File: config.mk
export PLATFORM = sky130hd
export DESIGN_NAME = icache_fill
export DESIGN_NICKNAME = d
export VERILOG_FILES = /design/src/rtl/icache_fill.sv
export SDC_FILE = /design/constraint.sdc
export NUM_CORES = 2
export LEC_CHECK = 0
export CORE_ASPECT_RATIO = 0.6
export CORE_MARGIN = 2
export CORE_UTILIZATION = 35
export DETAILED_ROUTE_END_ITERATION = 6
export GPL_ROUTABILITY_DRIVEN = 0
export SETUP_SLACK_MARGIN = 0.5
export SLEW_MARGIN = 20
export SYNTH_ARGS = -nofsm -noshare
export SYNTH_HDL_FRONTEND = slang
export SYNTH_SLANG_ARGS = --single-unit
File: constraint.sdc
create_clock -name clk -period 10.7 [get_ports clk]
set_input_delay 2.14 -clock clk [delete_from_list [all_inputs] [get_ports clk]]
set_output_delay 2.14 -clock clk [all_outputs]
set_load 0.1 [all_outputs]
File: src/rtl/icache_fill.sv
// icache_fill: direct-mapped instruction cache with in-order 4-word refill.
// A miss streams the whole line from memory, installs it, then answers.
module icache_fill #(
    parameter int LINES = 8,
    parameter int WORDS = 4
) (
    input  logic        clk,
    input  logic        rst,
    input  logic        instr_read,
    input  logic [31:0] instr_addr,
    output logic [31:0] instr_out,
    output logic        instr_valid,
    input  logic        flush,
    output logic        mem_read,
    output logic [31:0] mem_addr,
    input  logic [31:0] mem_rdata,
    input  logic        mem_ready,
    output logic [15:0] miss_cnt
);
    localparam int IW = $clog2(LINES);
    localparam int TW = 28 - IW;

    typedef enum logic [1:0] {
        S_IDLE,
        S_REFILL,
        S_RESP
    } state_t;

    state_t r_state;
    state_t w_next;

    logic [LINES-1:0] r_vld;
    logic [TW-1:0]    r_tag  [LINES];
    logic [31:0]      r_data [LINES][WORDS];

    logic [TW-1:0] r_ltag;
    logic [IW-1:0] r_lidx;
    logic [1:0]    r_loff;
    logic [1:0]    r_beat;
    logic [15:0]   r_miss;
    logic          r_ivalid;
    logic [31:0]   r_iout;

    logic [TW-1:0] w_tag;
    logic [IW-1:0] w_idx;
    logic [1:0]    w_off;
    logic          w_hit;
    logic          w_take_hit;
    logic          w_take_miss;
    logic          w_beat_ok;
    logic          w_last;
    logic          w_mem_read;
    logic [31:0]   w_mem_addr;
    logic          w_unused;

    assign w_tag    = instr_addr[31 -: TW];
    assign w_idx    = instr_addr[4 +: IW];
    assign w_off    = instr_addr[3:2];
    assign w_unused = ^instr_addr[1:0];

    // A flush on the same edge invalidates the line, so the lookup misses.
    assign w_hit       = r_vld[w_idx] && (r_tag[w_idx] == w_tag) && !flush;
    assign w_take_hit  = (r_state == S_IDLE) && instr_read && w_hit;
    assign w_take_miss = (r_state == S_IDLE) && instr_read && !w_hit;
    assign w_beat_ok   = (r_state == S_REFILL) && mem_ready;
    assign w_last      = w_beat_ok && (r_beat == 2'd3);

    // State register.
    always_ff @(posedge clk or posedge rst) begin
        if (rst) r_state <= S_IDLE;
        else     r_state <= w_next;
    end

    // Next state and refill bus drive.
    always_comb begin
        w_next     = r_state;
        w_mem_read = 1'b0;
        w_mem_addr = 32'd0;
        unique case (r_state)
            S_IDLE: begin
                if (w_take_miss) w_next = S_REFILL;
            end
            S_REFILL: begin
                w_mem_read = 1'b1;
                w_mem_addr = {r_ltag, r_lidx, r_beat, 2'b00};
                if (w_last) w_next = S_RESP;
            end
            S_RESP: begin
                w_next = S_IDLE;
            end
            default: w_next = S_IDLE;
        endcase
    end

    // Valid bits, miss bookkeeping and the registered CPU response.
    always_ff @(posedge clk or posedge rst) begin
        if (rst) begin
            r_vld    <= '0;
            r_ltag   <= '0;
            r_lidx   <= '0;
            r_loff   <= 2'd0;
            r_beat   <= 2'd0;
            r_miss   <= 16'd0;
            r_ivalid <= 1'b0;
            r_iout   <= 32'd0;
        end else begin
            r_ivalid <= 1'b0;
            if (flush) r_vld <= '0;
            // Completing a refill installs the line even if flushed meanwhile.
            if (w_last) r_vld[r_lidx] <= 1'b1;
            if (w_beat_ok) r_beat <= r_beat + 2'd1;
            if (w_take_hit) begin
                r_ivalid <= 1'b1;
                r_iout   <= r_data[w_idx][w_off];
            end
            if (w_take_miss) begin
                r_ltag <= w_tag;
                r_lidx <= w_idx;
                r_loff <= w_off;
                r_beat <= 2'd0;
                r_miss <= r_miss + 16'd1;
            end
            if (r_state == S_RESP) begin
                r_ivalid <= 1'b1;
                r_iout   <= r_data[r_lidx][r_loff];
            end
        end
    end

    // Tag and data arrays: written only by refill beats, never reset.
    always_ff @(posedge clk) begin
        if (w_beat_ok) begin
            r_data[r_lidx][r_beat] <= mem_rdata;
            if (r_beat == 2'd3) r_tag[r_lidx] <= r_ltag;
        end
    end

    assign instr_out   = r_iout;
    assign instr_valid = r_ivalid;
    assign mem_read    = w_mem_read;
    assign mem_addr    = w_mem_addr;
    assign miss_cnt    = r_miss;
endmodule
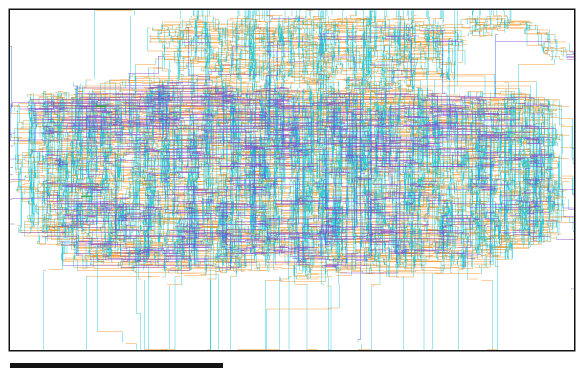
Figure 1: metal layers overlaid.
Bar = 200 µm.
- metal 1: orange (wire length 79.9 mm)
- metal 2: cyan (wire length 82.2 mm)
- metal 5: green (wire length 16.6 µm)
- metal 3: purple (wire length 25.3 mm)
- metal 4: blue (wire length 5050 µm)

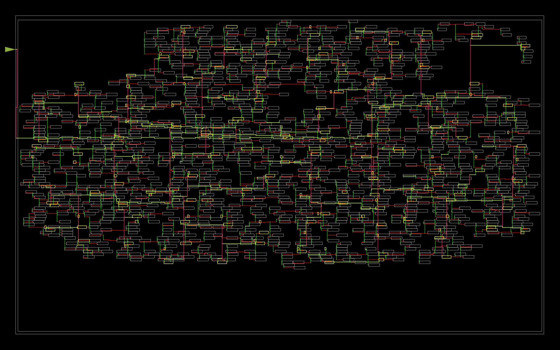
Figure 2: clock routing.
flip-flops: 1315
CTS Buf Count: 117
Setup Skew: 49.3 ps
clock buffers: 146

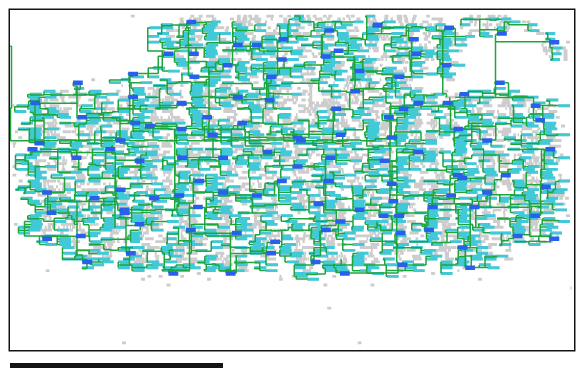
Figure 3: routed clock nets over the placement.
Bar = 200 µm.
- flip-flops: cyan (count 1315)
- clock drivers: blue (count 117)
- clock wires: green (length 15900 µm)
- routed clock nets: 118
clock-net power: 4.52 mW
Clk pwr share: 0.279
clk_lat worst skew: 740 ps

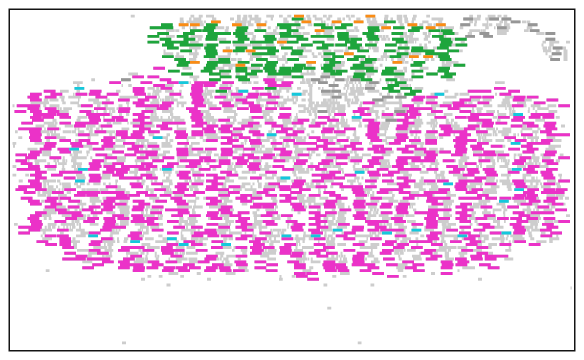
Figure 4: sequential cells colored by netlist name.
Other sequential cells in the stronger gray, the rest of the logic in the fainter gray.
- r_ltag: orange (sequential cells 25; where top center)
- r_data: magenta (sequential cells 1024)
- r_tag: green (sequential cells 200; where top center)
- instr_out: cyan (sequential cells 32)
FF+latch area: 39100 µm²
sequential cell power: 6.45 mW
sequential fraction of total cell area: 0.588

[power breakdown]
part / internal, mW / leakage, nW / total [mW] / switching [mW]
Combinational: 1.56 / 6.78 / 5.21 / 3.65
Sequential: 6.07 / 12.2 / 6.45 / 0.378
Clock: 2.53 / 1.97 / 4.52 / 1.99
[synth_stat cells, types with 20 or more instances]
library cell  count  area (µm²)
xnor2_1          20         175
a21oi_1         159         796
a221o_1          28         280
o21ai_0          35         175
nand2_1          92         345
a221oi_1         42         368
a22oi_1         219        1640
buf_1            29         109
nand4_1          32         200
mux2i_1          93         931
a22o_1           52         455
mux2_2          127        1430
edfxtp_1       1224       36800
nand3_1          69         345
mux4_2          385        8670
o211ai_1         31         233
clkbuf_1        171         642
and2_1           33         206
dfrtp_1          91        2280
nor2_1          116         435
buf_2            46         230
==> flow_summary_export.csv <==
group,metric,value,unit
synth,synth.cellmix.simpleShare,0.0333,
die,die_h,320,µm
global_route,top_usage_layer,"met1",
cts,cts.sinks,1315,
worst_setup_path,crit_path_start,"instr_addr[4]",
min_path,whs_path_depth,1,
drt,drc_errors,0,
min_path,worstHoldEndpoint,"miss_cnt[15]",
sta,finalSetupTns,0,ps
drt,wl_met3,25300,µm
layout,final_core_util,0.404,
worst_setup_path,cp_max_fo,57,
synth,ys_async_sr_fraction,0.0692,
sta,whs,469,ps
worst_setup_path,path_class,"primary input to flop",
place,dp.cells,5495,
layout,inv_count,15,
status,status,"finished, final reports clean",
worst_setup_path,worstReg2RegStart,"r_lidx[2]",
global_route,grtUsageMet1,0.336,
synth,ff_type,"edfxtp_1",
min_path,worstHoldPathType,"flop to flop",
drt,num_vias,35800,
die,fp_util,0.354,
layout,logic_area,18300,µm²
Power is estimated from default activity; no workload was simulated.
